==> images/final_congestion.png <==
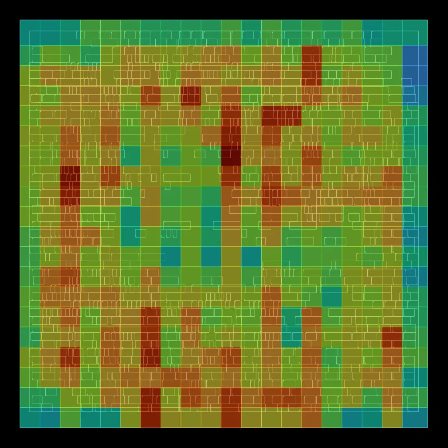
==> images/clock_map.png <==
Scale: 3 px per um.
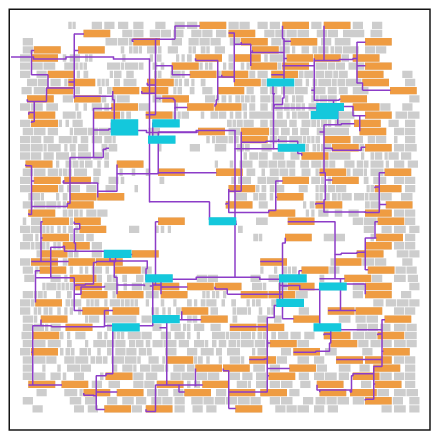
==> images/metal_stack.png <==
Scale: 2 px per um.
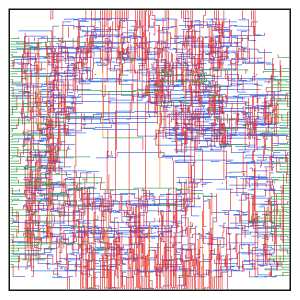
==> images/met3.png <==
Scale: 2 px per um.
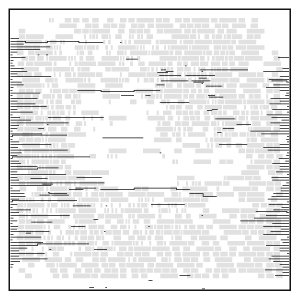
==> images/registers.png <==
Scale: 2 px per um. Other sequential cells in the stronger gray, the rest of the logic in the fainter gray.
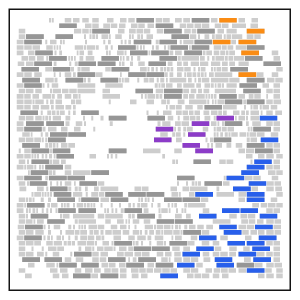
`config.mk`:
```
export PLATFORM = sky130hd
export DESIGN_NAME = fib_seq_ctrl
export DESIGN_NICKNAME = d
export VERILOG_FILES = /design/src/rtl/fib_seq_ctrl.sv
export SDC_FILE = /design/constraint.sdc
export NUM_CORES = 1
export LEC_CHECK = 0
export CAP_MARGIN = 20
export CORE_MARGIN = 3
export CORE_UTILIZATION = 44
export DETAILED_ROUTE_END_ITERATION = 8
export PLACE_DENSITY = 0.86
export SLEW_MARGIN = 20
export SYNTH_ARGS = -nofsm -noshare
export SYNTH_HDL_FRONTEND = slang
export SYNTH_SLANG_ARGS = --single-unit
export TNS_END_PERCENT = 100
```
`constraint.sdc`:
```
create_clock -name clk -period 2.9 [get_ports clk]
set_input_delay 0.435 -clock clk [delete_from_list [all_inputs] [get_ports clk]]
set_output_delay 0.435 -clock clk [all_outputs]
set_load 0.03 [all_outputs]
```
`src/rtl/fib_seq_ctrl.sv`:
```
// Sequencer that fills r[0..n-1] of a shared register file with a Fibonacci-style
// recurrence using an external ALU, with start/busy/done handshake and overflow flag.
module fib_seq_ctrl #(
  parameter int AW = 6,
  parameter int DW = 32,
  parameter logic [2:0] ALU_ADD = 3'd1
) (
  input  logic          clk,
  input  logic          rst_n,
  input  logic          start,
  input  logic [AW:0]   count,
  input  logic [DW-1:0] init_a,
  input  logic [DW-1:0] init_b,
  output logic          busy,
  output logic          done,
  output logic          ovf,
  output logic [AW-1:0] raddr1,
  output logic [AW-1:0] raddr2,
  input  logic [DW-1:0] rdata1,
  input  logic [DW-1:0] rdata2,
  output logic [DW-1:0] alu_a,
  output logic [DW-1:0] alu_b,
  output logic [2:0]    alu_op,
  input  logic [DW-1:0] alu_y,
  output logic          wena,
  output logic [AW-1:0] waddr,
  output logic [DW-1:0] wdata
);

  typedef enum logic [2:0] {
    ST_IDLE  = 3'd0,
    ST_INIT0 = 3'd1,
    ST_INIT1 = 3'd2,
    ST_READ  = 3'd3,
    ST_EXEC  = 3'd4,
    ST_WRITE = 3'd5,
    ST_DONE  = 3'd6
  } state_t;

  localparam logic [AW:0] N_MIN = (AW+1)'(2);
  localparam logic [AW:0] N_MAX = {1'b1, {AW{1'b0}}};

  function automatic logic [AW:0] clamp_count(input logic [AW:0] c);
    logic [AW:0] r;
    if (c < N_MIN) begin
      r = N_MIN;
    end else if (c > N_MAX) begin
      r = N_MAX;
    end else begin
      r = c;
    end
    return r;
  endfunction

  state_t        state_r, state_s;
  logic [AW:0]   idx_r, idx_s, n_r, n_s;
  logic [DW-1:0] seed_a_r, seed_a_s, seed_b_r, seed_b_s;
  logic [DW-1:0] op_a_r, op_a_s, op_b_r, op_b_s, res_r, res_s;
  logic          ovf_r, ovf_s;
  logic          busy_r, busy_s, done_r, done_s, wena_r, wena_s;
  logic [AW-1:0] waddr_r, waddr_s, raddr1_r, raddr1_s, raddr2_r, raddr2_s;
  logic [DW-1:0] wdata_r, wdata_s;

  // Next-state and datapath register update
  always_comb begin
    state_s  = state_r;
    idx_s    = idx_r;
    n_s      = n_r;
    seed_a_s = seed_a_r;
    seed_b_s = seed_b_r;
    op_a_s   = op_a_r;
    op_b_s   = op_b_r;
    res_s    = res_r;
    ovf_s    = ovf_r;
    case (state_r)
      ST_IDLE: begin
        if (start) begin
          seed_a_s = init_a;
          seed_b_s = init_b;
          n_s      = clamp_count(count);
          ovf_s    = 1'b0;
          idx_s    = N_MIN;
          state_s  = ST_INIT0;
        end else begin
          state_s  = ST_IDLE;
        end
      end
      ST_INIT0: state_s = ST_INIT1;
      ST_INIT1: begin
        if (n_r == N_MIN) begin
          state_s = ST_DONE;
        end else begin
          state_s = ST_READ;
        end
      end
      ST_READ: begin
        op_a_s  = rdata1;
        op_b_s  = rdata2;
        state_s = ST_EXEC;
      end
      ST_EXEC: begin
        res_s = alu_y;
        // An unsigned add wrapped exactly when the sum is below an operand
        if (alu_y < op_a_r) begin
          ovf_s = 1'b1;
        end else begin
          ovf_s = ovf_r;
        end
        state_s = ST_WRITE;
      end
      ST_WRITE: begin
        idx_s = idx_r + (AW+1)'(1);
        if (idx_r == n_r - (AW+1)'(1)) begin
          state_s = ST_DONE;
        end else begin
          state_s = ST_READ;
        end
      end
      ST_DONE: state_s = ST_IDLE;
      default: state_s = ST_IDLE;
    endcase
  end

  // Output values for the upcoming state, so every output leaves a flop
  always_comb begin
    busy_s   = 1'b0;
    done_s   = 1'b0;
    wena_s   = 1'b0;
    waddr_s  = '0;
    wdata_s  = '0;
    raddr1_s = raddr1_r;
    raddr2_s = raddr2_r;
    case (state_s)
      ST_INIT0: begin
        busy_s  = 1'b1;
        wena_s  = 1'b1;
        waddr_s = AW'(0);
        wdata_s = seed_a_s;
      end
      ST_INIT1: begin
        busy_s  = 1'b1;
        wena_s  = 1'b1;
        waddr_s = AW'(1);
        wdata_s = seed_b_s;
      end
      ST_READ: begin
        busy_s   = 1'b1;
        raddr1_s = idx_s[AW-1:0] - AW'(2);
        raddr2_s = idx_s[AW-1:0] - AW'(1);
      end
      ST_EXEC: busy_s = 1'b1;
      ST_WRITE: begin
        busy_s  = 1'b1;
        wena_s  = 1'b1;
        waddr_s = idx_s[AW-1:0];
        wdata_s = res_s;
      end
      ST_DONE: done_s = 1'b1;
      default: busy_s = 1'b0;
    endcase
  end

  // State, datapath and output registers
  always_ff @(posedge clk or negedge rst_n) begin
    if (!rst_n) begin
      state_r  <= ST_IDLE;
      idx_r    <= '0;
      n_r      <= '0;
      seed_a_r <= '0;
      seed_b_r <= '0;
      op_a_r   <= '0;
      op_b_r   <= '0;
      res_r    <= '0;
      ovf_r    <= 1'b0;
      busy_r   <= 1'b0;
      done_r   <= 1'b0;
      wena_r   <= 1'b0;
      waddr_r  <= '0;
      wdata_r  <= '0;
      raddr1_r <= '0;
      raddr2_r <= '0;
    end else begin
      state_r  <= state_s;
      idx_r    <= idx_s;
      n_r      <= n_s;
      seed_a_r <= seed_a_s;
      seed_b_r <= seed_b_s;
      op_a_r   <= op_a_s;
      op_b_r   <= op_b_s;
      res_r    <= res_s;
      ovf_r    <= ovf_s;
      busy_r   <= busy_s;
      done_r   <= done_s;
      wena_r   <= wena_s;
      waddr_r  <= waddr_s;
      wdata_r  <= wdata_s;
      raddr1_r <= raddr1_s;
      raddr2_r <= raddr2_s;
    end
  end

  assign busy   = busy_r;
  assign done   = done_r;
  assign ovf    = ovf_r;
  assign wena   = wena_r;
  assign waddr  = waddr_r;
  assign wdata  = wdata_r;
  assign raddr1 = raddr1_r;
  assign raddr2 = raddr2_r;
  assign alu_a  = op_a_r;
  assign alu_b  = op_b_r;
  assign alu_op = ALU_ADD;

endmodule

```
==> flow_results.xml <==
<?xml version="1.0" encoding="UTF-8"?>
<metrics>
  <group name="finish">
    <metric name="num-nonclk-buffers" unit="">313</metric>
    <metric name="flow.area_growth_from_synthesis" unit="%">48.34</metric>
    <metric name="leading_cell_kind" unit="">flip-flops and latches</metric>
    <metric name="buf_share" unit="%">26.51</metric>
    <metric name="num-clock-buffers" unit="">20</metric>
    <metric name="fillerInstances" unit="">1328</metric>
    <metric name="nNetsFinal" unit="">1252</metric>
    <metric name="comb_share" unit="%">28.63</metric>
    <metric name="nonClockInverterCount" unit="">47</metric>
    <metric name="comb.multi_input.count" unit="">499</metric>
    <metric name="layout.cells.most_common_list" unit="">clkdlybuf4s50_1 (286), nand2_1 (179), dfrtp_1 (166), nand3_1 (72), mux2_1 (60)</metric>
    <metric name="seq_area" unit="sq um">4180</metric>
    <metric name="seqAreaFraction" unit="%">35.79</metric>
  </group>
  <group name="logic_synthesis">
    <metric name="synthDistinctLibCells" unit="">58</metric>
    <metric name="count_of_flip_flops_with_a_built_in_enable_after_synthesis" unit="">0</metric>
    <metric name="synth_warnings" unit="">0</metric>
    <metric name="yosys-stat-area" unit="sq um">7874</metric>
    <metric name="syn-mean-instance-area" unit="sq um">10.43</metric>
    <metric name="synth_top_cell_by_count" unit="">nand2_1</metric>
    <metric name="synth_flop_count" unit="">167</metric>
    <metric name="synth.cellmix.xorXnorShare" unit="%">2.002</metric>
    <metric name="synthArstFlopShare" unit="%">100.0</metric>
    <metric name="synth_adder_area_share" unit="%">6.007</metric>
    <metric name="synth.top_cell.area_share" unit="%">53.07</metric>
    <metric name="synthTopCellsByCount" unit="">nand2_1 (179), dfrtp_1 (167), nand3_1 (72), mux2_1 (60), inv_1 (45)</metric>
  </group>
  <group name="drt">
    <metric name="wl_met3" unit="um">1828</metric>
    <metric name="routedLengthMet1" unit="um">9251</metric>
    <metric name="drt_iter0_markers" unit="">378</metric>
    <metric name="met2RoutedLength" unit="um">11300</metric>
    <metric name="routed_vias" unit="">6529</metric>
    <metric name="totalWireLength" unit="um">22780</metric>
    <metric name="dr.max_layer_used" unit="">met4</metric>
    <metric name="wire_per_inst" unit="um">17.74</metric>
  </group>
  <group name="final_timing">
    <metric name="final-setup-viol-count" unit="">0</metric>
    <metric name="layout_worst_path_cycle_share" unit="%">94.38</metric>
    <metric name="timing_worst_slew_pin_value" unit="ns">0.7419</metric>
    <metric name="report.final.hold_viol_count" unit="">0</metric>
  </group>
  <group name="clocking">
    <metric name="cts_clock_pin_slew_for_the_worst_setup_and_hold_paths" unit="ns">0.07</metric>
    <metric name="longest_clk_path_bufs" unit="">2</metric>
    <metric name="cts_max_level" unit="">4</metric>
  </group>
  <group name="worst_hold_path">
    <metric name="launch_instance_of_the_worst_min_delay_path" unit="">seed_b_r[17]</metric>
  </group>
  <group name="worst_setup_path">
    <metric name="crit_cells" unit="">7</metric>
    <metric name="timing.rr.start" unit="">n_r[0]</metric>
    <metric name="path_cells" unit="">inv_1, ha_1, maj3_1, a2bb2oi_1, or4_4, a21oi_4, mux2_2</metric>
    <metric name="timing.critical_path.arrival" unit="ns">3.04</metric>
    <metric name="worst_r2r_path_depth" unit="">7</metric>
    <metric name="critical_path.top_delay_family" unit="">adder cells</metric>
    <metric name="required" unit="ns">3.20</metric>
    <metric name="worst_r2r_endpoint" unit="">raddr1[5]</metric>
  </group>
  <group name="pwr">
    <metric name="cell_internal_pwr" unit="W">0.007709</metric>
    <metric name="sequentialPowerShare" unit="%">30.9</metric>
    <metric name="comb_power" unit="W">0.00679</metric>
    <metric name="p_clk" unit="W">0.00230</metric>
    <metric name="sequentialPower" unit="W">0.00407</metric>
  </group>
  <group name="place">
    <metric name="hpwl" unit="um">17000</metric>
    <metric name="placement.io_buffers" unit="">287</metric>
    <metric name="gp_congestion" unit="">0.9105</metric>
  </group>
  <group name="floorplan">
    <metric name="row_count" unit="">48</metric>
    <metric name="pin_count" unit="">291</metric>
    <metric name="die_width" unit="um">139.8</metric>
    <metric name="die_y" unit="um">139.8</metric>
    <metric name="core_box_area" unit="sq um">17420</metric>
  </group>
  <group name="outcome">
    <metric name="outcome" unit="">complete, no violations</metric>
  </group>
  <group name="grt">
    <metric name="grt_start_max_net_pins" unit="">70</metric>
  </group>
</metrics>
Notes on final_congestion.png above:
final core occ: 67.06%
met1 usage: 29.69%
GRT Overall Usage: 23.76%
gr busiest metal: met2
global routing met3 resource utilization: 7.457%

Notes on clock_map.png above:
[orange] flip-flops | count: 167
[purple] clock wires | length: 2060 um
[cyan] cells driving clock nets | count: 17
routed clock nets: 18

Notes on metal_stack.png above:
| color | layer | wire length |
|---|---|---|
| blue | met1 | 9250 um |
| red | met2 | 11300 um |
| orange | met4 | 396 um |
| green | met3 | 1830 um |

Notes on met3.png above:
longest straight run: 46.7 um
wire length on this layer: 1830 um
nets with wire on the layer: 198
share of all routed wire: 8.0%

Notes on registers.png above:
| color | name in the netlist | sequential cells |
|---|---|---|
| blue | `alu_b` | 32 |
| purple | `n_r` | 7 |
| orange | `raddr2` | 6 |

No activity file was given, so power comes from the tool's default toggle rates.
